run_1/io_fan.png
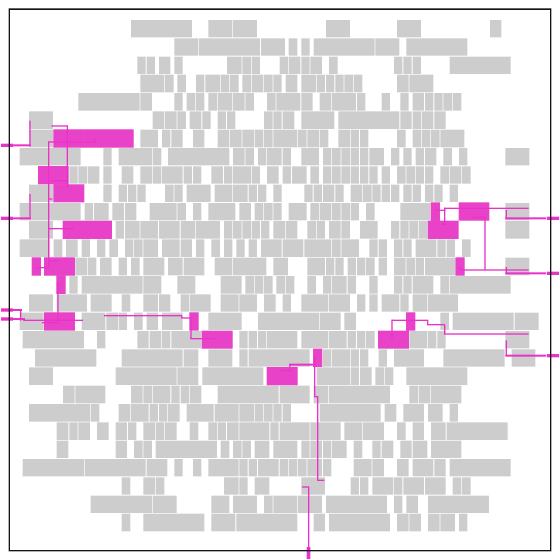
run_1/wires.png
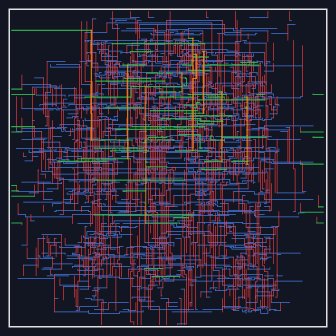
run_1/clocks.png
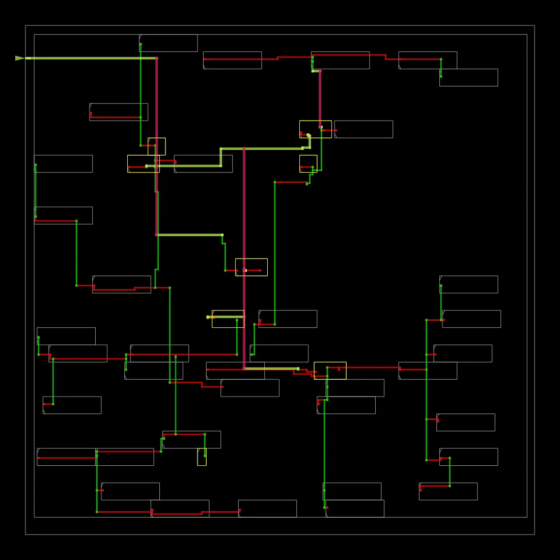
run_1/logic_types.png
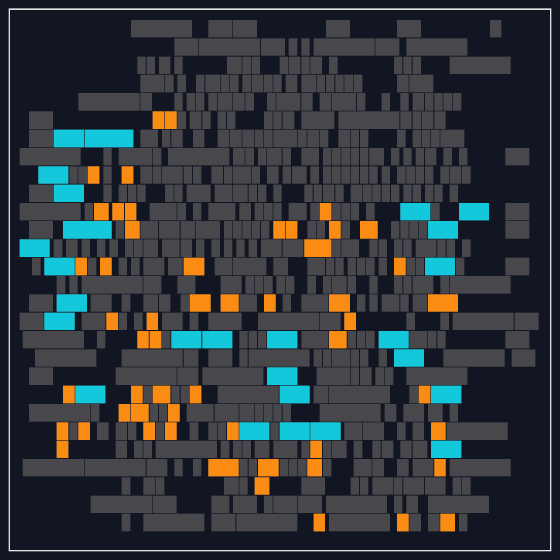
[config.mk]
export PLATFORM = sky130hd
export DESIGN_NAME = delta_adc_ctrl_flat
export DESIGN_NICKNAME = d
export VERILOG_FILES = /design/src/rtl/delta_adc_ctrl_if.sv /design/src/rtl/delta_adc_ctrl.sv /design/src/flat_wrapper.sv
export SDC_FILE = /design/constraint.sdc
export NUM_CORES = 1
export LEC_CHECK = 0
export ABC_AREA = 1
export CAP_MARGIN = 25
export CORE_MARGIN = 1
export CORE_UTILIZATION = 55
export DETAILED_ROUTE_END_ITERATION = 8
export GPL_ROUTABILITY_DRIVEN = 0
export PLACE_DENSITY = 0.84
export SYNTH_ARGS = -nofsm -noshare
export SYNTH_HDL_FRONTEND = slang
export SYNTH_SLANG_ARGS = --single-unit
[constraint.sdc]
create_clock -name clk -period 2.4 [get_ports clk]
set_clock_uncertainty 0.05 [all_clocks]
set_input_delay 0.24 -clock clk [delete_from_list [all_inputs] [get_ports clk]]
set_output_delay 0.24 -clock clk [all_outputs]
set_load 0.05 [all_outputs]
[src/rtl/delta_adc_ctrl_if.sv]
// Control/status bundle between the tracking-ADC sequencer and its host, PWM and comparator.
// The host side drives the master modport; the sequencer uses the slave modport.
interface delta_adc_ctrl_if #(
    parameter int WIDTH = 16
);
    logic             start;
    logic             stop;
    logic             period_done;
    logic             comp_in;
    logic [7:0]       step_size;
    logic [WIDTH-1:0] next_value;
    logic             enable;
    logic             busy;
    logic             locked;

    modport master (
        output start, stop, period_done, comp_in, step_size,
        input  next_value, enable, busy, locked
    );

    modport slave (
        input  start, stop, period_done, comp_in, step_size,
        output next_value, enable, busy, locked
    );
endinterface

[src/rtl/delta_adc_ctrl.sv]
// Delta (tracking) ADC sequencer: steps a DAC estimate up or down after each settle window,
// driven by a synchronized comparator, and flags lock once the direction keeps reversing.
module delta_adc_ctrl #(
    parameter int WIDTH          = 16,
    parameter int SETTLE_PERIODS = 2,
    parameter int LOCK_REVERSALS = 4
) (
    input logic             clk,
    input logic             reset,
    delta_adc_ctrl_if.slave bus
);
    typedef enum logic [1:0] {
        IDLE   = 2'd0,
        LOAD   = 2'd1,
        SETTLE = 2'd2,
        SAMPLE = 2'd3
    } state_t;

    localparam logic [WIDTH-1:0] MID_SCALE     = {1'b1, {(WIDTH-1){1'b0}}};
    localparam logic [7:0]       SETTLE_TARGET = 8'(SETTLE_PERIODS);
    localparam logic [3:0]       LOCK_TARGET   = 4'(LOCK_REVERSALS);

    function automatic logic [WIDTH-1:0] sat_add(input logic [WIDTH-1:0] a, input logic [7:0] b);
        logic [WIDTH:0] sum;
        sum = {1'b0, a} + {{(WIDTH-7){1'b0}}, b};
        if (sum[WIDTH]) begin
            sat_add = {WIDTH{1'b1}};
        end else begin
            sat_add = sum[WIDTH-1:0];
        end
    endfunction

    function automatic logic [WIDTH-1:0] sat_sub(input logic [WIDTH-1:0] a, input logic [7:0] b);
        logic [WIDTH-1:0] b_ext;
        b_ext = {{(WIDTH-8){1'b0}}, b};
        if (a < b_ext) begin
            sat_sub = {WIDTH{1'b0}};
        end else begin
            sat_sub = a - b_ext;
        end
    endfunction

    // The first sample after start only establishes a direction to compare against.
    function automatic logic [3:0] rev_next(input logic first, input logic dir_prev,
                                            input logic dir_now, input logic [3:0] cnt);
        if (first) begin
            rev_next = cnt;
        end else if (dir_now != dir_prev) begin
            rev_next = (cnt == 4'hF) ? cnt : cnt + 4'd1;
        end else begin
            rev_next = 4'd0;
        end
    endfunction

    logic             comp_meta_r;
    logic             comp_sync_r;
    state_t           state_r;
    logic [WIDTH-1:0] estimate_r;
    logic [7:0]       settle_cnt_r;
    logic [3:0]       rev_cnt_r;
    logic             dir_r;
    logic             first_r;
    logic             enable_r;
    logic             busy_r;
    logic             locked_r;
    logic [3:0]       rev_calc_s;

    assign rev_calc_s     = rev_next(first_r, dir_r, comp_sync_r, rev_cnt_r);
    assign bus.next_value = estimate_r;
    assign bus.enable     = enable_r;
    assign bus.busy       = busy_r;
    assign bus.locked     = locked_r;

    // Two-flop synchronizer for the asynchronous comparator output.
    always_ff @(posedge clk or negedge reset) begin
        if (!reset) begin
            comp_meta_r <= 1'b0;
            comp_sync_r <= 1'b0;
        end else begin
            comp_meta_r <= bus.comp_in;
            comp_sync_r <= comp_meta_r;
        end
    end

    // Sequencer FSM with registered enable/busy/locked outputs.
    always_ff @(posedge clk or negedge reset) begin
        if (!reset) begin
            state_r      <= IDLE;
            estimate_r   <= {WIDTH{1'b0}};
            settle_cnt_r <= 8'd0;
            rev_cnt_r    <= 4'd0;
            dir_r        <= 1'b0;
            first_r      <= 1'b0;
            enable_r     <= 1'b0;
            busy_r       <= 1'b0;
            locked_r     <= 1'b0;
        end else if (bus.stop && (state_r != IDLE)) begin
            // Abort keeps the last estimate on next_value but drops lock status.
            state_r   <= IDLE;
            enable_r  <= 1'b0;
            busy_r    <= 1'b0;
            locked_r  <= 1'b0;
            rev_cnt_r <= 4'd0;
        end else begin
            case (state_r)
                IDLE: begin
                    if (bus.start && !bus.stop) begin
                        state_r      <= LOAD;
                        estimate_r   <= MID_SCALE;
                        settle_cnt_r <= 8'd0;
                        rev_cnt_r    <= 4'd0;
                        first_r      <= 1'b1;
                        enable_r     <= 1'b1;
                        busy_r       <= 1'b1;
                        locked_r     <= 1'b0;
                    end else begin
                        enable_r <= 1'b0;
                        busy_r   <= 1'b0;
                    end
                end
                LOAD: begin
                    state_r      <= SETTLE;
                    settle_cnt_r <= 8'd0;
                    enable_r     <= 1'b0;
                end
                SETTLE: begin
                    if (bus.period_done) begin
                        settle_cnt_r <= settle_cnt_r + 8'd1;
                        if ((settle_cnt_r + 8'd1) >= SETTLE_TARGET) begin
                            state_r <= SAMPLE;
                        end else begin
                            state_r <= SETTLE;
                        end
                    end else begin
                        state_r <= SETTLE;
                    end
                end
                SAMPLE: begin
                    estimate_r <= comp_sync_r ? sat_add(estimate_r, bus.step_size)
                                              : sat_sub(estimate_r, bus.step_size);
                    dir_r      <= comp_sync_r;
                    first_r    <= 1'b0;
                    rev_cnt_r  <= rev_calc_s;
                    locked_r   <= (rev_calc_s >= LOCK_TARGET);
                    state_r    <= LOAD;
                    enable_r   <= 1'b1;
                end
                default: begin
                    state_r  <= IDLE;
                    enable_r <= 1'b0;
                    busy_r   <= 1'b0;
                end
            endcase
        end
    end
endmodule

[src/flat_wrapper.sv]
// flat-port wrapper written by rule: the top's interface ports become plain ports
module delta_adc_ctrl_flat 
#(
    parameter int WIDTH          = 16,
    parameter int SETTLE_PERIODS = 2,
    parameter int LOCK_REVERSALS = 4
)
  (clk, reset, bus_start, bus_stop, bus_period_done, bus_comp_in, bus_step_size, bus_next_value, bus_enable, bus_busy, bus_locked);
  delta_adc_ctrl_if #(.WIDTH(WIDTH)) bus_i ();
  input logic clk;
  input logic reset;
  input wire logic [$bits(bus_i.start)-1:0] bus_start;
  input wire logic [$bits(bus_i.stop)-1:0] bus_stop;
  input wire logic [$bits(bus_i.period_done)-1:0] bus_period_done;
  input wire logic [$bits(bus_i.comp_in)-1:0] bus_comp_in;
  input wire logic [$bits(bus_i.step_size)-1:0] bus_step_size;
  output wire logic [$bits(bus_i.next_value)-1:0] bus_next_value;
  output wire logic [$bits(bus_i.enable)-1:0] bus_enable;
  output wire logic [$bits(bus_i.busy)-1:0] bus_busy;
  output wire logic [$bits(bus_i.locked)-1:0] bus_locked;
  assign bus_i.start = bus_start;
  assign bus_i.stop = bus_stop;
  assign bus_i.period_done = bus_period_done;
  assign bus_i.comp_in = bus_comp_in;
  assign bus_i.step_size = bus_step_size;
  assign bus_next_value = bus_i.next_value;
  assign bus_enable = bus_i.enable;
  assign bus_busy = bus_i.busy;
  assign bus_locked = bus_i.locked;
  delta_adc_ctrl #(.WIDTH(WIDTH), .SETTLE_PERIODS(SETTLE_PERIODS), .LOCK_REVERSALS(LOCK_REVERSALS)) u_core (.clk(clk), .reset(reset), .bus(bus_i));
endmodule
==> reports/results.tsv, run 1 <==
metric	value	unit
status	finished, violations left	
violations	negative hold slack	
crit_type	input pin to flop	
path_max_fanout	6	
largest_reg_flops	16	
cts_tree	yes	
die_area	6450	um2
post-synth-top-count-cell	nand2_1	
drtPass1Iterations	5	
antenna_found_initial	0	
wl_met1	3740	um
top_layer	met4	
dieHeight	80.3	um
routed_wl	8470	um
place.port_buffers	32	
design_power_total	3.96	mW
synthTopCellsByArea	dfrtp_1 (27%), nand2_1 (17%), ha_1 (8.9%), inv_1 (8.6%), nand3_1 (6.2%)	
dpl.hpwl	6230	um
wl_met2	4000	um
rsz0062_at_grt	false	
fp_util	57.0	%
cp-start-kind	input pin	
whs	-0.00552	ns
grt_max_degree	38	
maxSlewHeadroom	42.3	%
ys.warnings.count	0	
avgSynthCellArea	6.77	um2
fill_cells	511	
wl_met3	553	um
yosys.area_share.xor_xnor	4.94	%
root_buffer	clkbuf_8	
row_count	28	
vias_per_cell	5.40	
ys_area	3370	um2
drc_errors	0	
finalHoldViolCount	10	
synth.distinct_cells	39	
endpoint	u_core.bus.next_value[7]	
power.density	1020	nW/um2
path_cells	clkdlybuf4s50_1 -> inv_1 -> ha_1 -> nor2_1 -> nand2_1 -> inv_1 -> nand3_1 -> nand2_1 -> xor2_1 -> o21ai_0 -> nand2_1	
Back to the opening pictures, io_fan.png:
Key: magenta = `bus_step_size` [direction input, edge 4 left, 3 right, 1 bottom, end cells 19, buffers 8, wire 221 um]

Back to the opening pictures, wires.png:
Key: blue = metal 1 [wire length 3740 um]; green = metal 3 [wire length 554 um]; orange = metal 4 [wire length 176 um]; red = metal 2 [wire length 4000 um]

Back to the opening pictures, clocks.png:
Flop Count: 37
CTS Buf Count: 5
clkbuf count: 6
CTS Sinks: 37
clock network latency to the later pin of the worst-skew pair: 0.30 ns

Back to the opening pictures, logic_types.png:
Key: orange = aoi and oai cells [cells 53]; cyan = fa/ha/maj cells [cells 26]

[run 1: repair_timing]
action | in CTS | in global routing
hold buffers | 0 | 0
hold endpoints to repair | 0 | 0
endpoints found under the setup margin | 0 | 1
buffers inserted | 0 | 0
gates resized | 0 | 1
[run 1: layout make-up]
class | count | area [um2] | share of cell area (%)
clock buffer | 6 | 72.6 | 1.86
tap | 75 | 93.8 | 2.41
clock inverter | 2 | 15.0 | 0.385
sequential | 37 | 926 | 23.7
multi-input combinational | 367 | 2050 | 52.5
timing repair buffer | 47 | 428 | 11.0
inverter | 83 | 317 | 8.12
[run 1: metrics by stage]
step / area [um2] / util, % / setup slack (ns)
2_1_floorplan: 3370 / - / 0.0560
3_5_place_dp: 3810 / 64.3 / -0.0599
3_3_place_gp: 3810 / 64.3 / -0.00283
6_report: 3900 / 65.8 / 0.187
4_1_cts: 3890 / 65.8 / 0.207
5_1_grt: 3900 / 65.8 / 0.0221
[run 1: power breakdown]
| group | total (mW) | switching [mW] | internal, mW |
|---|---|---|---|
| sequential | 0.994 | 0.212 | 0.782 |
| clock | 0.470 | 0.265 | 0.205 |
| combinational | 2.50 | 1.63 | 0.872 |
| total | 3.96 | 2.10 | 1.86 |
[run 1: layout by cell type (no fill, tap or decap), types with 8 or more instances in the layout]
cell             instances
nand3_2                  8
dfrtp_1                 37
ha_1                    24
nand2_1                153
nand3_1                 42
nor2_1                  31
clkdlybuf4s50_1         31
inv_1                   77
a21oi_1                 17
buf_4                   15
o21ai_0                 14
xor2_1                  19
[run 1: worst max-delay path, delay by kind of cell]
family          cells  cell delay, ns
fa+ha+maj           1            0.35
simple gates        5            0.78
buf+inv             3            0.62
xor+xnor            1            0.07
compound gates      1            0.27
## Run 2: what changed since run 1
Settings changed: ABC_AREA 1 to default, CORE_UTILIZATION 55 to 28, PLACE_DENSITY 0.84 to 0.52, SKIP_LAST_GASP from default to 1.
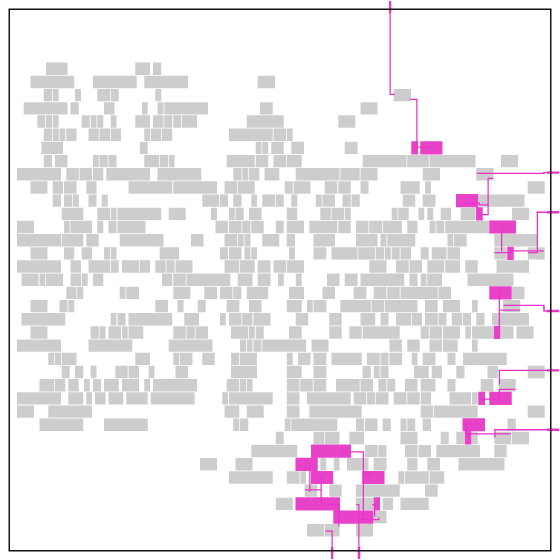
run_2/io_fan.png
Key: magenta = `bus_step_size` [direction input, edge 5 right, 2 bottom, 1 top, end cells 19, buffers 11, wire 224 um]
IO Count: 33
count of buffers from port buffering: 32

==> run 2 against run 1 <==
Net effect:
- the flow finishes with violations (design-rule violations)
- die area rose by 93%
- worst hold slack improved by 0.31 ns
- clock-buffer cell count did not move
- critical path type is now flop to flop
- critical endpoint is now u_core.bus.next_value[10]
- highest routed layer unchanged
==> reports/results.tsv, run 2 <==
metric	value	unit
reg2reg_depth	8	
maxSlewHeadroom	53.3	%
cp.depth	8	
vias_per_cell	5.12	
ys_area	3350	um2
synthTopCellsByArea	dfrtp_1 (28%), ha_1 (9.0%), o21ai_0 (5.5%), nand2_1 (4.6%), nor2_1 (3.6%)	
crit_start	u_core.bus.next_value[0]	
drc_errors	2	
combPwrFrac	61.5	%
antenna_found_initial	0	
dpl_cell_area	4370	um2
wl_per_cell	15.5	um
yosys.area.top_type	dfrtp_1	
final_cell_mix	buf_4 (82), nand2_1 (40), o21ai_0 (35)	
p_int	2.54	mW
status	finished, violations left	
row_count	39	
switching_share	44.7	%
fp_util	29.0	%
final_cell_area	4720	um2
p_sw	2.06	mW
pwr-share-seq	21.7	%
cts.sinks	37	
cts_tree	yes	
synth.distinct_cells	72	
path_cells	ha_4 -> fa_2 -> nor2b_4 -> o21a_1 -> o211a_1 -> and4b_1 -> or4_1 -> nand3_1	
post-synth-top-count-cell	nand2_1	
rsz0062_at_grt	true	
root_buffer	clkbuf_16	
routed_wl	9970	um
drtPass1Iterations	7	
whs	0.305	ns
cp-start-kind	flop	
layout.cells.most_common	buf_4	
finalHoldViolCount	0	
critPathTopFamily	simple AND/OR/NAND/NOR gates	
die_area	12400	um2
core	11600	um2
finalWorstSetupSlack	0.0255	ns
power.density	974	nW/um2
avgSynthCellArea	8.46	um2
path_max_fanout	3	
path_buffers	0	
grt_max_degree	29	
crit_type	flop to flop	
yosys.area_share.xor_xnor	2.87	%
violations	design-rule violations	
fill_cells	1139	
largest_reg_flops	16	
dp_slack	-0.354	ns
dieHeight	111	um
clkLatencyLatePin	0.29	ns
synth-simple-area-share	23.0	%
==> run 2: what timing repair did <==
item	CTS	global route
cloned	0	0
gates resized	4	26
pin swaps	0	13
hold buffers	1	0
setup buffers	0	4
setup endpoints to repair	6	16
endpoints found under the hold margin	27	0
==> run 2: final cells by class <==
class                           count  area, um2  area share, %
Tap cell                          143        179           3.79
Clock buffer                        6        129           2.73
Clock inverter                      2       38.8          0.822
Inverter                           23       86.3           1.83
Timing Repair Buffer              116        951           20.2
Sequential cell                    37        933           19.8
Multi-Input combinational cell    318       2400           50.9
==> run 2: per-layer routing <==
| layer | vias up | track usage, % | routed length (um) |
|---|---|---|---|
| met5 | - | 0 | 0 |
| met4 | 0 | 4.77 | 99 |
| met3 | 6 | 3.05 | 336 |
| met2 | 48 | 27.1 | 4730 |
| met1 | 1568 | 22.2 | 4810 |
| li1 | 1680 | - | - |
==> run 2: power groups by stage <==
stage | Clock [mW] | Sequential, mW | Combinational, mW
4_1_cts | 0.800 | 0.985 | 2.71
6_report | 0.772 | 0.997 | 2.83
3_3_place_gp | 0 | 0.989 | 2.68
2_1_floorplan | 0 | 1.24 | 1.40
3_5_place_dp | 0 | 0.993 | 2.69
5_1_grt | 0.813 | 1.03 | 3.07
==> run 2: worst reg2reg max path: stages (launching register included) <==
cell and delay (ns):
dfrtp_2 0.43, ha_4 0.17, fa_2 0.37, nor2b_4 0.15, o21a_1 0.19, o211a_1 0.26
and4b_1 0.19, or4_1 0.42, nand3_1 0.10
Power and IR drop assume default switching activity.
